### src/rtl/mips_pkg.sv
// mips_pkg: definitions shared by the execute-stage branch logic.
//   XLEN        datapath / PC width
//   bpOp_t      branch operation encoding carried from decode (BpCtl)
//   ST_*        squash FSM state encoding
//   isBranch()  true for any op that resolves as a branch
package mips_pkg;

  localparam int XLEN = 32;

  typedef enum logic [2:0] {
    BP_NONE = 3'b000,
    BP_BEQ  = 3'b001,
    BP_BNE  = 3'b010,
    BP_BLEZ = 3'b011,
    BP_BGTZ = 3'b100,
    BP_BLTZ = 3'b101,
    BP_BGEZ = 3'b110,
    BP_JR   = 3'b111
  } bpOp_t;

  localparam logic [0:0] ST_IDLE    = 1'b0;
  localparam logic [0:0] ST_SQUASH1 = 1'b1;

  function automatic logic isBranch(bpOp_t op);
    return op != BP_NONE;
  endfunction

endpackage

### src/rtl/branch_resolve_if.sv
// branch_resolve_if: decode -> EX branch fields and EX -> fetch/decode
// redirect, kill and link results.
//   master : decode/fetch side (drives the *_ID fields, receives results)
//   slave  : branch_resolve
interface branch_resolve_if #(parameter int XLEN = mips_pkg::XLEN);

  logic            Valid_ID;
  logic [2:0]      BpCtl_ID;
  logic            Link_ID;
  logic [XLEN-1:0] PcPlus4_ID;
  logic [15:0]     Imm_ID;
  logic [XLEN-1:0] RsData_ID;
  logic [XLEN-1:0] RtData_ID;

  logic            BranchTaken_EX;
  logic [XLEN-1:0] RedirectPc_EX;
  logic            Kill_ID;
  logic            LinkValid_EX;
  logic [XLEN-1:0] LinkData_EX;
  logic            AddrErr_EX;

  modport master (
    output Valid_ID, BpCtl_ID, Link_ID, PcPlus4_ID, Imm_ID, RsData_ID, RtData_ID,
    input  BranchTaken_EX, RedirectPc_EX, Kill_ID, LinkValid_EX, LinkData_EX, AddrErr_EX
  );

  modport slave (
    input  Valid_ID, BpCtl_ID, Link_ID, PcPlus4_ID, Imm_ID, RsData_ID, RtData_ID,
    output BranchTaken_EX, RedirectPc_EX, Kill_ID, LinkValid_EX, LinkData_EX, AddrErr_EX
  );

endinterface

### src/rtl/branch_cond.sv
// branch_cond: purely combinational branch condition evaluator.
//   bpCtl  branch operation
//   rs, rt operands
//   taken  condition holds (JR always taken, BP_NONE never)
module branch_cond #(
  parameter int XLEN = mips_pkg::XLEN
) (
  input  mips_pkg::bpOp_t bpCtl,
  input  logic [XLEN-1:0] rs,
  input  logic [XLEN-1:0] rt,
  output logic            taken
);
  import mips_pkg::*;

  logic rsNeg;
  logic rsZero;

  assign rsNeg  = rs[XLEN-1];
  assign rsZero = (rs == '0);

  always_comb begin
    taken = 1'b0;
    case (bpCtl)
      BP_BEQ:  taken = (rs == rt);
      BP_BNE:  taken = (rs != rt);
      BP_BLEZ: taken = rsNeg | rsZero;
      BP_BGTZ: taken = ~rsNeg & ~rsZero;
      BP_BLTZ: taken = rsNeg;
      BP_BGEZ: taken = ~rsNeg;
      BP_JR:   taken = 1'b1;
      default: taken = 1'b0;
    endcase
  end

endmodule

### src/rtl/dff.sv
// dff: W-bit register, asynchronous active-low reset to zero.
//   clk, reset : clock / async active-low reset
//   d, q       : data in / registered data out
module dff #(
  parameter int W = 1
) (
  input  logic         clk,
  input  logic         reset,
  input  logic [W-1:0] d,
  output logic [W-1:0] q
);

  always_ff @(posedge clk or negedge reset) begin
    if (!reset) q <= '0;
    else        q <= d;
  end

endmodule

### src/rtl/branch_resolve.sv
// branch_resolve: execute-stage branch resolution.
//   clk, reset  clock / asynchronous active-low reset
//   AnyStall    global stall; EX register holds and no strobe/link/count
//   br          slave side of branch_resolve_if (ID fields in, redirect,
//               kill, link and address-error results out)
//   BrCount     saturating count of resolved branches
//   TakenCount  saturating count of issued redirects
module branch_resolve #(
  parameter int XLEN  = mips_pkg::XLEN,
  parameter int CNT_W = 16
) (
  input  logic             clk,
  input  logic             reset,
  input  logic             AnyStall,
  branch_resolve_if.slave  br,
  output logic [CNT_W-1:0] BrCount,
  output logic [CNT_W-1:0] TakenCount
);
  import mips_pkg::*;

  // ID/EX register
  logic            exValid;
  bpOp_t           exBpCtl;
  logic            exLink;
  logic [XLEN-1:0] exPcPlus4;
  logic [15:0]     exImm;
  logic [XLEN-1:0] exRs;
  logic [XLEN-1:0] exRt;

  logic [0:0] state;
  logic [0:0] stateNext;
  logic       killId;

  assign killId = (state == ST_SQUASH1);

  always_ff @(posedge clk or negedge reset) begin
    if (!reset) begin
      exValid   <= 1'b0;
      exBpCtl   <= BP_NONE;
      exLink    <= 1'b0;
      exPcPlus4 <= '0;
      exImm     <= '0;
      exRs      <= '0;
      exRt      <= '0;
    end else if (!AnyStall) begin
      // the wrong-path word sitting in ID while squashing enters EX as a bubble
      exValid   <= br.Valid_ID & ~killId;
      exBpCtl   <= bpOp_t'(br.BpCtl_ID);
      exLink    <= br.Link_ID;
      exPcPlus4 <= br.PcPlus4_ID;
      exImm     <= br.Imm_ID;
      exRs      <= br.RsData_ID;
      exRt      <= br.RtData_ID;
    end
  end

  logic            condTaken;
  logic            addrErr;
  logic            branchTaken;
  logic            linkValid;
  logic [XLEN-1:0] branchOff;
  logic [XLEN-1:0] target;

  branch_cond #(.XLEN(XLEN)) uCond (
    .bpCtl (exBpCtl),
    .rs    (exRs),
    .rt    (exRt),
    .taken (condTaken)
  );

  // word offset, sign extended and scaled to bytes; wrap-around is allowed
  assign branchOff = {{(XLEN-18){exImm[15]}}, exImm, 2'b00};
  assign target    = (exBpCtl == BP_JR) ? exRs : exPcPlus4 + branchOff;

  assign addrErr     = exValid & (exBpCtl == BP_JR) & (exRs[1:0] != 2'b00);
  // strobe only in the cycle the branch actually leaves EX
  assign branchTaken = exValid & condTaken & ~AnyStall & ~addrErr;
  // link write is independent of the outcome (BLTZAL/BGEZAL)
  assign linkValid   = exValid & exLink & ~AnyStall;

  assign br.BranchTaken_EX = branchTaken;
  assign br.RedirectPc_EX  = branchTaken ? target : '0;
  assign br.Kill_ID        = killId;
  assign br.LinkValid_EX   = linkValid;
  assign br.LinkData_EX    = linkValid ? exPcPlus4 + XLEN'(4) : '0;
  assign br.AddrErr_EX     = addrErr;

  // Squash FSM: the delay slot is in ID during the redirect cycle and is
  // kept; the word fetched in the redirect cycle lands in ID next and is
  // killed until it is consumed by a non-stalled edge.
  always_comb begin
    stateNext = state;
    if (state == ST_IDLE) begin
      if (branchTaken) stateNext = ST_SQUASH1;
    end else begin
      if (!AnyStall) stateNext = ST_IDLE;
    end
  end

  always_ff @(posedge clk or negedge reset) begin
    if (!reset) state <= ST_IDLE;
    else        state <= stateNext;
  end

  // Saturating statistics: index 0 = resolved branches, 1 = redirects
  logic [1:0]       cntInc;
  logic [CNT_W-1:0] cntQ [2];
  logic [CNT_W-1:0] cntD [2];

  assign cntInc[0] = ~AnyStall & exValid & isBranch(exBpCtl);
  assign cntInc[1] = branchTaken;

  genvar gi;
  generate
    for (gi = 0; gi < 2; gi++) begin : gCnt
      assign cntD[gi] = (cntInc[gi] && (cntQ[gi] != '1)) ? cntQ[gi] + 1'b1 : cntQ[gi];
      dff #(.W(CNT_W)) uCnt (
        .clk   (clk),
        .reset (reset),
        .d     (cntD[gi]),
        .q     (cntQ[gi])
      );
    end
  endgenerate

  assign BrCount    = cntQ[0];
  assign TakenCount = cntQ[1];

endmodule

### src/flat_wrapper.sv
// flat-port wrapper written by rule: the top's interface ports become plain ports
module branch_resolve_flat import mips_pkg::*;
#(
  parameter int XLEN  = mips_pkg::XLEN,
  parameter int CNT_W = 16
)
  (clk, reset, AnyStall, BrCount, TakenCount, br_Valid_ID, br_BpCtl_ID, br_Link_ID, br_PcPlus4_ID, br_Imm_ID, br_RsData_ID, br_RtData_ID, br_BranchTaken_EX, br_RedirectPc_EX, br_Kill_ID, br_LinkValid_EX, br_LinkData_EX, br_AddrErr_EX);
  branch_resolve_if #(.XLEN(XLEN)) br_i ();
  input  logic clk;
  input  logic reset;
  input  logic AnyStall;
  output logic [CNT_W-1:0] BrCount;
  output logic [CNT_W-1:0] TakenCount;
  input wire logic [$bits(br_i.Valid_ID)-1:0] br_Valid_ID;
  input wire logic [$bits(br_i.BpCtl_ID)-1:0] br_BpCtl_ID;
  input wire logic [$bits(br_i.Link_ID)-1:0] br_Link_ID;
  input wire logic [$bits(br_i.PcPlus4_ID)-1:0] br_PcPlus4_ID;
  input wire logic [$bits(br_i.Imm_ID)-1:0] br_Imm_ID;
  input wire logic [$bits(br_i.RsData_ID)-1:0] br_RsData_ID;
  input wire logic [$bits(br_i.RtData_ID)-1:0] br_RtData_ID;
  output wire logic [$bits(br_i.BranchTaken_EX)-1:0] br_BranchTaken_EX;
  output wire logic [$bits(br_i.RedirectPc_EX)-1:0] br_RedirectPc_EX;
  output wire logic [$bits(br_i.Kill_ID)-1:0] br_Kill_ID;
  output wire logic [$bits(br_i.LinkValid_EX)-1:0] br_LinkValid_EX;
  output wire logic [$bits(br_i.LinkData_EX)-1:0] br_LinkData_EX;
  output wire logic [$bits(br_i.AddrErr_EX)-1:0] br_AddrErr_EX;
  assign br_i.Valid_ID = br_Valid_ID;
  assign br_i.BpCtl_ID = br_BpCtl_ID;
  assign br_i.Link_ID = br_Link_ID;
  assign br_i.PcPlus4_ID = br_PcPlus4_ID;
  assign br_i.Imm_ID = br_Imm_ID;
  assign br_i.RsData_ID = br_RsData_ID;
  assign br_i.RtData_ID = br_RtData_ID;
  assign br_BranchTaken_EX = br_i.BranchTaken_EX;
  assign br_RedirectPc_EX = br_i.RedirectPc_EX;
  assign br_Kill_ID = br_i.Kill_ID;
  assign br_LinkValid_EX = br_i.LinkValid_EX;
  assign br_LinkData_EX = br_i.LinkData_EX;
  assign br_AddrErr_EX = br_i.AddrErr_EX;
  branch_resolve #(.XLEN(XLEN), .CNT_W(CNT_W)) u_core (.clk(clk), .reset(reset), .AnyStall(AnyStall), .br(br_i), .BrCount(BrCount), .TakenCount(TakenCount));
endmodule
### config.mk
export PLATFORM = sky130hd
export DESIGN_NAME = branch_resolve_flat
export DESIGN_NICKNAME = d
export VERILOG_FILES = /design/src/rtl/mips_pkg.sv /design/src/rtl/branch_resolve_if.sv /design/src/rtl/branch_cond.sv /design/src/rtl/dff.sv /design/src/rtl/branch_resolve.sv /design/src/flat_wrapper.sv
export SDC_FILE = /design/constraint.sdc
export NUM_CORES = 1
export LEC_CHECK = 0
export CAP_MARGIN = 10
export CELL_PAD_IN_SITES_DETAIL_PLACEMENT = 1
export CELL_PAD_IN_SITES_GLOBAL_PLACEMENT = 1
export CORE_MARGIN = 3
export CORE_UTILIZATION = 25
export CTS_CLUSTER_DIAMETER = 60
export DETAILED_ROUTE_END_ITERATION = 10
export PLACE_DENSITY_LB_ADDON = 0.1
export SLEW_MARGIN = 20
export SYNTH_ARGS = -nofsm -noshare
export SYNTH_HDL_FRONTEND = slang
export SYNTH_SLANG_ARGS = --single-unit
### constraint.sdc
create_clock -name clk -period 4 [get_ports clk]
set_input_delay 0.8 -clock clk [delete_from_list [all_inputs] [get_ports clk]]
set_output_delay 0.8 -clock clk [all_outputs]
set_load 0.05 [all_outputs]
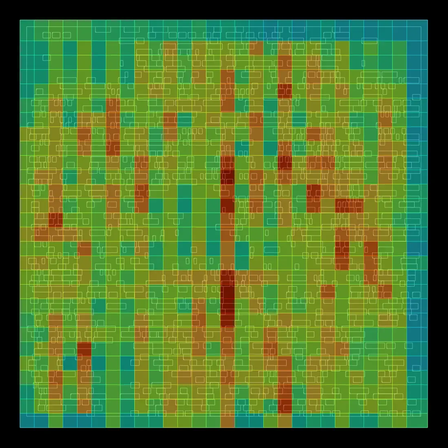
Figure 1: run 1, routing congestion map.
routed len/inst: 20.8 um
final core utilization: 38.4%

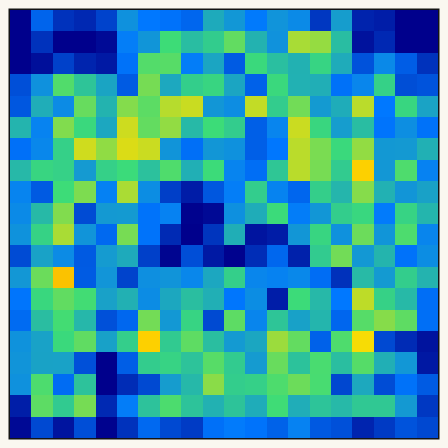
Figure 2: run 1, cell density map.
The die is cut into 20 by 20 equal tiles; dark blue is low, red is high, 0 to 100% covered.
The mean over all tiles is 34%. The fullest tile reaches 78%. The emptiest ninth of the die: middle.
core area: 0.0357 mm2
floorplan utilization: 25.4%

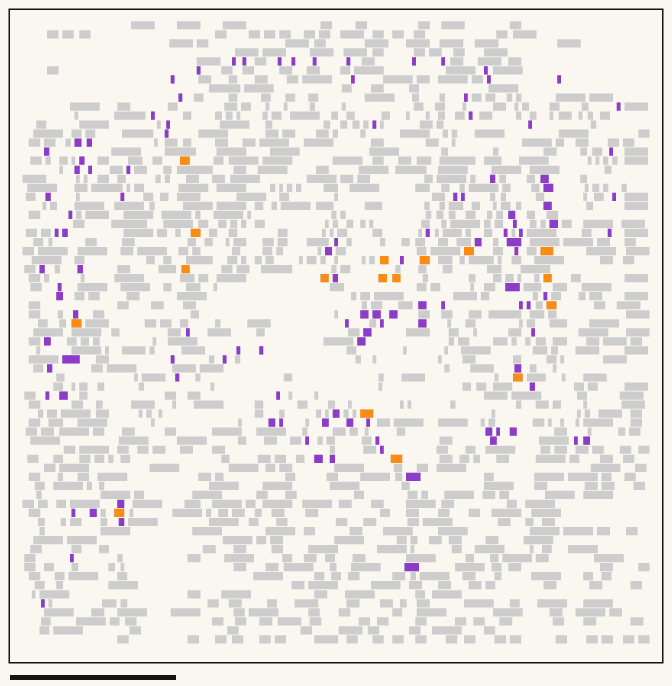
Figure 3: run 1, selected gate families.
Scale bar: 50 um.
Key: AND-OR and OR-AND gates = orange [cells 17]; NOR gates = purple [cells 116, most used nor2_1]
Commonest Layout Cell: clkdlybuf4s50_1
Comb area share: 40.6%
Finished Layout Cells: 1610

[run 1: flip-flops by register name, summed over array words and instances (netlist names)]
| signal | count |
|---|---|
| u_core.exRt | 32 |
| u_core.exValid | 1 |
| u_core.exLink | 1 |
| u_core.gCnt.uCnt.q | 32 |
| u_core.exRs | 32 |
| u_core.br.Kill_ID | 1 |
| u_core.exBpCtl | 3 |
| u_core.exImm | 16 |
| u_core.exPcPlus4 | 32 |
[run 1: what timing repair did]
action | 4_1_cts | 5_1_grt
setup endpoints to repair | 19 | 27
pin swaps | 15 | 28
gates resized | 47 | 48
hold buffers | 0 | 0
buffers inserted | 7 | 14
[run 1: layout by cell type (no fill, tap or decap), drive strengths merged, types with 4 or more instances in the layout]
master         instances
a211o                  4
a211oi                12
a21boi                 4
a21o                   5
a21oi                 52
a31oi                  6
and2                  14
and3                  10
buf                  112
clkbuf                22
clkdlybuf4s50        151
clkinv                 5
dfrtp                150
ha                    32
inv                   13
mux2                 120
mux2i                  5
nand2                 82
nand2b                 5
nand3                 31
nand4                 18
nor2                  69
nor3                  15
nor3b                 12
nor4                  17
o21ai                 32
or3                    8
xnor2                 62
xor2                  37
[run 1: area by class of cell]
type                            instances  area share, %
Timing Repair Buffer                  264           23.1
Sequential cell                       150           27.4
Clock buffer                           21           3.29
Inverter                               11          0.301
Tap cell                              461           4.21
Clock inverter                         11           1.08
Multi-Input combinational cell        692           40.6
[run 1: per-layer routing]
metal,GRT usage [%],up-vias,share of wire (%)
met2,29.5,158,49
met3,4.91,17,5.5
met1,22.2,3859,44
met4,3.35,2,0.93
li1,-,3684,-
met5,0,-,0.060
==> results_dict.tcl, run 1 <==
# yosys + openroad results
set metrics [dict create \
    outcome "complete, but fails checks" \
    failed_checks "negative setup slack" \
    worstPathRequired_ns 3.20 \
    worstHoldPathType "input port to async pin" \
    cts_buffers 17 \
    power-top-group "combinational logic" \
    logic_area_mm2 0.00556 \
    skew_ns 0.00729 \
    synthAoiAreaFrac_pct 10.7 \
    ys_ff 150 \
    drive_gt1_share_pct 30.0 \
    mux_area_share_pct 15.5 \
    fp.dieH_um 196 \
    synth_area_per_cell_um2 10.2 \
    ios 220 \
    die_w_um 196 \
    num_antenna_cells 0 \
    peakVddDrop_mv 0.299 \
    xor_share_pct 9.57 \
    finalWorstSetupSlack_ns -0.0328 \
    arrival_ns 3.23 \
    vias 7720 \
    finalCritPeriodShare_pct 101 \
    worstSetupStartpoint "u_core.exImm[15]$_DFFE_PN0N_" \
    r2r_cells 10 \
    synthCells 892 \
    ant_nets 0 \
    p_seq_mw 1.91 \
    hold_viol_final 0 \
    cts.clk_slew.worst_paths_ns 0.07 \
    p_clk_share_pct 30.4 \
    post-route-cell-area_mm2 0.0137 \
    syn_nets 1045 \
    regToRegSetupSlack_ns 1.09 \
    maxSlewHeadroom_pct 36.1 \
    area_growth_pct 51.3 \
    p_clk_mw 1.71 \
    seq_area_mm2 0.00376 \
    pre_cts_ws_ns 0.233 \
    cts_tree "built" \
    holdWs_ns 0.357 \
    cts.path.max_buffers 2 \
    grt_overflow 0 \
    power_leakage_nw 5.35 \
    combPwrFrac_pct 35.6 \
    synthAdderAreaFrac_pct 4.64 \
    p_total_mw 5.62 \
    synthSimpleGateAreaFrac_pct 15.9 \
    dp_cells 1557 \
    ys_cells 892 \
    clock_latency_ns 0.44 \
    timing.rr.start "u_core.exRs[26]$_DFFE_PN0N_" \
    synthDistinctLibCells 70 \
    yosys_warnings 0 \
    yosys_area_mm2 0.00906 \
    first_global_vias 8443 \
    route.detailed.drc 0 \
    htree_levels 4 \
    maxCapViolations 0 \
    async_reset_ff_share_pct 100 \
    antenna_found_initial 2 \
    swShare_pct 35.5 \
    power_frac_seq_pct 34.1 \
    filler_cell_count 3904 \
    gp_congestion 0.817 \
    clock.fmax_ghz 0.248 \
    top_area_share_pct 41.4 \
    drt-total-wl_um 33500 \
    avgViaCountPerCell 4.80 \
    worst-path-buf-inv 3 \
    path_max_fanout 7 \
    dieArea_mm2 0.0386 \
    warnings 28 \
    intPower_mw 3.62 \
    syn-cell-area_mm2 0.00906 \
    synth.most_common_cell "dfrtp_1" \
    topCombFamilyByArea "simple AND/OR/NAND/NOR gates" \
    worstSetupStartpointType "register" \
    firstDrtPassIters 4 \
    grt_pass1_wl_um 51200 \
    power_switching_mw 2.00 \
    criticalPathCategory "register to output port" \
    drt-initial-drc-count 243 \
    io_buffers 219 \
    powerComb_mw 2.00 \
    power_density_mw_per_mm2 410 \
    critPathMaxStageDelay_ns 0.41 \
    crit_family "simple AND/OR/NAND/NOR gates" \
    top_cells_by_count "150 x dfrtp_1, 118 x mux2_2, 82 x nand2_1" \
    rsz0062_at_grt "true" \
    drv_slew 0 \
    nets 1289 \
    grt_max_degree 70 \
    grt_usage_pct 17.3 \
    crit_end "br_RedirectPc_EX[31]" \
    largest_area_cell "dfrtp_1" \
    clockRootBuffer "clkbuf_16" \
    placed_area_mm2 0.0125 \
    cp-end-kind "output port" \
    ys_seq_share_pct 41.4 \
    synth_top_flop_cell "dfrtp_1" \
    tightest_slew_ns 0.959 \
    tns_ns -0.0328 \
    cts.sinks 150 \
    crit_slowest_cell "dfrtp_2" \
    setup_viol_count_final 1 \
    r2r-end "u_core.gCnt[1].uCnt.q[1]$_DFFE_PN0P_" \
    rows 69 \
    edf_count 0 \
    cp.depth 12 \
    min_period_ns 4.03 \
    path_cells "buf_6 -> buf_4 -> ha_4 -> nand3_1 -> nor2_2 -> nand3_2 -> a211oi_4 -> nor4_2 -> or3_4 -> a211o_1 -> a41oi_2 -> buf_12" \
    synth.area.top_cells "dfrtp_1 41%, mux2_2 15%, xnor2_1 6.0%" \
    hpwl_um 25200 \
]
==> run 2, diff against run 1 <==
--- a/config.mk
+++ b/config.mk
@@ -12,6 +12,8 @@
 export CORE_UTILIZATION = 25
 export CTS_CLUSTER_DIAMETER = 60
 export DETAILED_ROUTE_END_ITERATION = 10
+export GPL_ROUTABILITY_DRIVEN = 0
+export GPL_TIMING_DRIVEN = 0
 export PLACE_DENSITY_LB_ADDON = 0.1
 export SLEW_MARGIN = 20
 export SYNTH_ARGS = -nofsm -noshare
==> constraint.sdc (replaced) <==
create_clock -name clk -period 3.3 [get_ports clk]
set_input_delay 0.66 -clock clk [delete_from_list [all_inputs] [get_ports clk]]
set_output_delay 0.66 -clock clk [all_outputs]
set_load 0.05 [all_outputs]
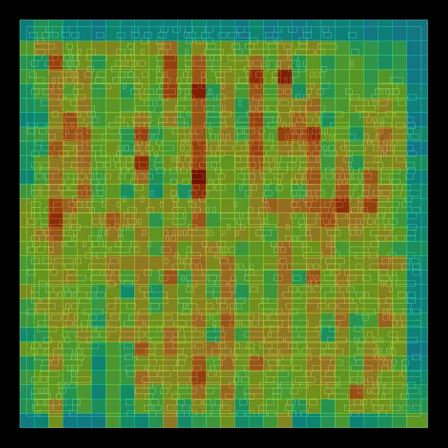
Figure 4: run 2, routing congestion map.
GRT met3 Usage: 4.21%
routed len/inst: 20.7 um
M2 GR Usage: 29.4%
grt peak-use layer: met2

==> results_dict.tcl, run 2 <==
# yosys + openroad results
set metrics [dict create \
    outcome "complete, but fails checks" \
    failed_checks "negative setup slack" \
    warnings 29 \
    core_area_mm2 0.0357 \
    clock_latency_ns 0.45 \
    synthDistinctLibCells 70 \
    drt-total-wl_um 34900 \
    synth_top_flop_cell "dfrtp_1" \
    async_reset_ff_share_pct 100 \
    wl_met3_um 1550 \
    cp-end-kind "output port" \
    m1WireLength_um 16200 \
    mux_area_share_pct 15.5 \
    edf_count 0 \
    synthCells 892 \
    fp.dieH_um 196 \
    ys_ff 150 \
    power_density_mw_per_mm2 497 \
    ys_cells 892 \
    yosys_area_mm2 0.00906 \
    worstHoldPathType "input port to async pin" \
    die_w_um 196 \
    seq_area_mm2 0.00379 \
    grt_pass1_wl_um 52500 \
    first_global_vias 8668 \
    topCombFamilyByArea "simple AND/OR/NAND/NOR gates" \
    r2r-end "u_core.gCnt[1].uCnt.q[1]$_DFFE_PN0P_" \
    maxCapViolations 0 \
    synthSimpleGateAreaFrac_pct 15.9 \
    vias 8010 \
    cts.path.max_buffers 2 \
    cp.depth 11 \
    worst-path-buf-inv 3 \
    area_growth_pct 59.4 \
    hold_viol_final 0 \
    pre_cts_ws_ns -1.51 \
    synth.area.top_cells "dfrtp_1 41%, mux2_2 15%, xnor2_1 6.0%" \
    synthAdderAreaFrac_pct 4.64 \
    syn_nets 1045 \
    drive_gt1_share_pct 40.2 \
    holdWs_ns 0.158 \
    crit_slowest_cell "dfrtp_4" \
    filler_cell_count 3902 \
    timing.rr.start "u_core.exRs[27]$_DFFE_PN0N_" \
    clockRootBuffer "clkbuf_16" \
    finalWorstSetupSlack_ns -0.701 \
    top_cells_by_count "150 x dfrtp_1, 118 x mux2_2, 82 x nand2_1" \
    ant_nets 0 \
    drv_slew 0 \
    wl_met2_um 16800 \
    rsz0062_at_grt "true" \
    avgViaCountPerCell 4.75 \
    power_leakage_nw 5.74 \
    clock.fmax_ghz 0.250 \
    synth_area_per_cell_um2 10.2 \
    syn-cell-area_mm2 0.00906 \
    grt_usage_pct 17.9 \
    largest_area_cell "dfrtp_1" \
    nets 1365 \
    dieArea_mm2 0.0386 \
    worstPathRequired_ns 2.64 \
    cts.clk_slew.worst_paths_ns 0.07 \
    skew_ns 0.0108 \
    grt_overflow 0 \
    ys_seq_share_pct 41.4 \
    cts_tree "built" \
    top_area_share_pct 41.4 \
    regToRegSetupSlack_ns 0.67 \
    grt.met1_usage_pct 24.3 \
    ios 220 \
    tightest_slew_ns 0.897 \
    logic_area_mm2 0.00622 \
    top_layer "met5" \
    most-common-layout-cells "154 x clkdlybuf4s50_1, 121 x dfrtp_1, 118 x mux2_2" \
    cts_buffers 17 \
    crit_family "AND-OR/OR-AND gates" \
    worstSetupStartpoint "u_core.exImm[15]$_DFFE_PN0N_" \
    mostFrequentLayoutCell "clkdlybuf4s50_1" \
    setup_viol_count_final 30 \
    synth.most_common_cell "dfrtp_1" \
]
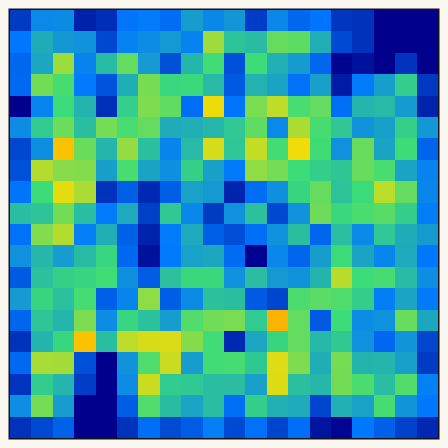
Figure 5: run 2, cell density map.
The die is cut into 20 by 20 equal tiles; dark blue is low, red is high, 0 to 100% covered.
final core utilization: 40.5%

## run 2: netlist changes by cell type in the layout (fill, tap and decap cells not counted), moves of 8 or more
cell / change
a21oi_1: -20
a21oi_2: +8
a21oi_4: +12
buf_12: -60
buf_4: +30
buf_6: +48
clkbuf_1: +15
dfrtp_1: -23
dfrtp_2: +22
dlygate4sd2_1: +15
nand2_1: -9
nor2_1: -8
xnor2_1: -20
xnor2_2: +19
## run 2: cell type report
cell class / count / area share (%)
multi-input cells: 692 / 43.1
clock buffers: 20 / 3.16
inverters: 11 / 0.312
flip-flops and latches: 150 / 26.3
plain buffers: 33 / 1.47
repair buffers: 307 / 20.6
clock inverters: 12 / 1.15
well taps: 461 / 3.99
diodes: 1 / 0.0173
## run 2: stage by stage
stage / cell area [um2] / instances
after detailed placement: 12000 / 1573
after global placement: 12000 / 1572
final: 14400 / 1687
after global routing: 14400 / 1686
after CTS: 13600 / 1644
after floorplan: 9190 / 892
## run 2: kinds of logic after synthesis
| kind of cell | count (synthesis) |
|---|---|
| and+or+nand+nor | 292 |
| muxes | 125 |
| buffers and inverters | 50 |
| DFF | 150 |
| AOI/OAI and AO/OA | 143 |
| adders and majority gates | 33 |
| xor gates and xnor gates | 99 |
## run 2: what timing repair did
| item | CTS | global route |
|---|---|---|
| pin swaps | 64 | 57 |
| cloned | 0 | 0 |
| resized | 426 | 163 |
| hold buffers | 0 | 0 |
| setup buffers | 42 | 46 |
| setup endpoints to repair | 66 | 52 |
## run 2: power breakdown
group	total (mW)	leakage, nW	internal (mW)	switching [mW]
combinational	2.71	3.67	1.28	1.43
clock	2.12	0.298	1.24	0.882
sequential	2.34	1.77	2.05	0.289
total	7.17	5.74	4.57	2.60
==> run 3, diff against run 2 <==
--- a/config.mk
+++ b/config.mk
@@ -10,6 +10,7 @@
 export CELL_PAD_IN_SITES_GLOBAL_PLACEMENT = 1
 export CORE_MARGIN = 3
 export CORE_UTILIZATION = 25
+export CTS_BUF_LIST = sky130_fd_sc_hd__clkbuf_8
 export CTS_CLUSTER_DIAMETER = 60
 export DETAILED_ROUTE_END_ITERATION = 10
 export GPL_ROUTABILITY_DRIVEN = 0
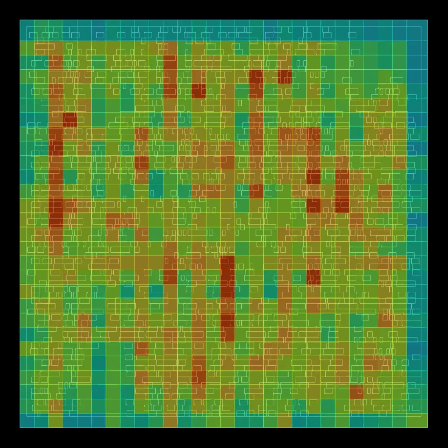
Figure 6: run 3, routing congestion map.
GRT met3 Usage: 4.55%
routed len/inst: 20.8 um
M2 GR Usage: 29.7%

==> results_dict.tcl, run 3 <==
# yosys + openroad results
set metrics [dict create \
    peakVddDrop_mv 0.269 \
    cp.depth 11 \
    cts.sinks 150 \
    warnings 29 \
    drt-initial-drc-count 219 \
    cts_buffers 17 \
    xor_share_pct 9.57 \
    cts.clk_slew.worst_paths_ns 0.09 \
    largest_area_cell "dfrtp_1" \
    finalNonFillerCells 1690 \
    mux_area_share_pct 15.5 \
    yosys_warnings 0 \
    topCombFamilyByArea "simple AND/OR/NAND/NOR gates" \
    finalCritPeriodShare_pct 124 \
    core_area_mm2 0.0357 \
    nets 1368 \
    path_max_fanout 8 \
    hpwl_um 26100 \
    wl_met2_um 16900 \
    top_layer "met5" \
    clock_latency_ns 0.49 \
    area_growth_pct 58.8 \
    cp-end-kind "output port" \
    failed_checks "negative setup slack" \
    setup_viol_count_final 34 \
    ys_seq_share_pct 41.4 \
    grt_pass1_wl_um 52800 \
    min_period_ns 4.10 \
    maxSlewHeadroom_pct 36.4 \
    drive_gt1_share_pct 41.2 \
    dieArea_mm2 0.0386 \
    synth.most_common_cell "dfrtp_1" \
    rows 69 \
    cts_setup_buffers 49 \
    cts_tree "built" \
    synth.area.top_cells "dfrtp_1 41%, mux2_2 15%, xnor2_1 6.0%" \
    drt-total-wl_um 35100 \
    clock.fmax_ghz 0.244 \
    worst-path-buf-inv 3 \
    ios 220 \
    edf_count 0 \
    synthAdderAreaFrac_pct 4.64 \
    grt_overflow 0 \
    cts.path.max_buffers 2 \
    top_area_share_pct 41.4 \
    htree_levels 4 \
    io_buffers 219 \
    yosys_area_mm2 0.00906 \
    power_density_mw_per_mm2 464 \
    grt_usage_pct 18.0 \
    initial_core_util_pct 25.4 \
    worstPathRequired_ns 2.64 \
    dp_cells 1573 \
    firstDrtPassIters 4 \
    synthDistinctLibCells 70 \
    cts-hold-fix-buffers 0 \
    r2r-end "u_core.gCnt[1].uCnt.q[15]$_DFFE_PN0P_" \
    m1WireLength_um 16200 \
    p_total_mw 6.67 \
    syn_nets 1045 \
    synth_top_flop_cell "dfrtp_1" \
    synthAoiAreaFrac_pct 10.7 \
    avgViaCountPerCell 4.73 \
    path_cells "buf_6 -> ha_2 -> buf_8 -> nand2_2 -> o21bai_4 -> a211oi_4 -> nor4_2 -> or3_4 -> a211o_1 -> a41oi_4 -> buf_6" \
    cts_resized 454 \
    ys_cells 892 \
    timing.rr.start "u_core.exRs[27]$_DFFE_PN0N_" \
    mostFrequentLayoutCell "clkdlybuf4s50_1" \
    ys_ff 150 \
    worstHoldPathType "input port to async pin" \
    hold_viol_final 0 \
    synth_area_per_cell_um2 10.2 \
    synthSimpleGateAreaFrac_pct 15.9 \
    crit_slowest_cell "dfrtp_4" \
    clockRootBuffer "clkbuf_8" \
    antenna_found_initial 1 \
    arrival_ns 3.44 \
    ant_nets 0 \
    grt.met1_usage_pct 24.3 \
    tightest_slew_ns 0.954 \
    grt_max_degree 89 \
    synthCells 892 \
    maxCapViolations 0 \
    worstSetupStartpointType "register" \
    r2r_cells 11 \
    regToRegSetupSlack_ns 0.55 \
    syn-cell-area_mm2 0.00906 \
    fp.dieH_um 196 \
    finalWorstSetupSlack_ns -0.797 \
    grt_busiest_layer "met2" \
    first_global_vias 8724 \
    most-common-layout-cells "151 x clkdlybuf4s50_1, 122 x dfrtp_1, 118 x mux2_2" \
    outcome "complete, but fails checks" \
    pre_cts_ws_ns -1.51 \
    async_reset_ff_share_pct 100 \
    top_cells_by_count "150 x dfrtp_1, 118 x mux2_2, 82 x nand2_1" \
    route.detailed.drc 0 \
    rsz0062_at_grt "true" \
    skew_ns 0.0133 \
    die_w_um 196 \
    power_leakage_nw 5.75 \
    drv_slew 0 \
    wl_met3_um 1710 \
    vias 8000 \
    crit_family "AND-OR/OR-AND gates" \
]
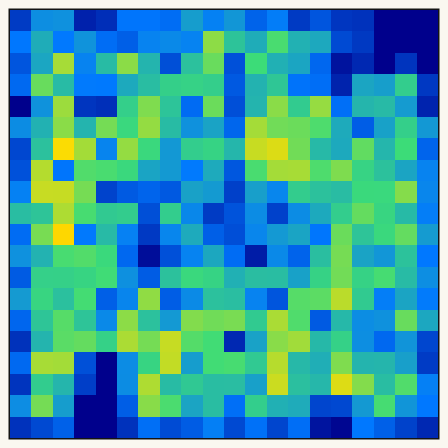
Figure 7: run 3, cell density map.
The die is cut into 20 by 20 equal tiles; dark blue is low, red is high, 0 to 100% covered.
final core utilization: 40.3%

run 3: metrics by stage:
step           setup TNS (ns)  hold slack [ns]  instance area, um2
2_1_floorplan           -1.10            0.364                9190
3_3_place_gp          -872.64            0.491               12000
3_5_place_dp           -61.46            0.493               12000
4_1_cts                -17.20           0.0782               13500
5_1_grt                -17.54           0.0964               14400
6_report               -11.26            0.102               14400
run 3: final cells by class:
class                           count  area [um2]
Antenna cell                        1        2.50
Buffer                             31         191
Clock buffer                       19         262
Clock inverter                     13         170
Fill cell                        3933       21300
Inverter                           11        45.0
Multi-Input combinational cell    692        6290
Sequential cell                   150        3790
Tap cell                          461         577
Timing Repair Buffer              312        3060
run 3: worst max path at each step:
stage / startpoint / to / slack, ns
after global routing: u_core.exImm[15]$_DFFE_PN0N_ / br_RedirectPc_EX[31] / -0.94
after detailed placement: AnyStall / br_RedirectPc_EX[22] / -1.51
after global placement: reset / u_core.exImm[15]$_DFFE_PN0N_ / -6.03
after floorplan: AnyStall / br_RedirectPc_EX[4] / -0.27
final: u_core.exImm[15]$_DFFE_PN0N_ / br_RedirectPc_EX[31] / -0.80
after CTS: u_core.exImm[15]$_DFFE_PN0N_ / br_RedirectPc_EX[31] / -0.87
run 3: worst register-to-register path, stage by stage, from the launching register on:
cell and delay [ns]:
dfrtp_2 0.45, xnor2_2 0.22, nand4_1 0.16, nor4_4 0.34, buf_4 0.16, a311o_1 0.17
nand2_2 0.08, buf_4 0.15, buf_12 0.14, buf_4 0.18, nor3_1 0.24, mux2_1 0.35
run 3: report_power, final:
group	leakage [nW]	total [mW]	internal (mW)	switching (mW)
Combinational	3.77	2.72	1.27	1.45
Sequential	1.77	2.33	2.04	0.288
Clock	0.215	1.62	0.797	0.820
Power figures rest on the tool's default switching activity, not on a simulated workload.
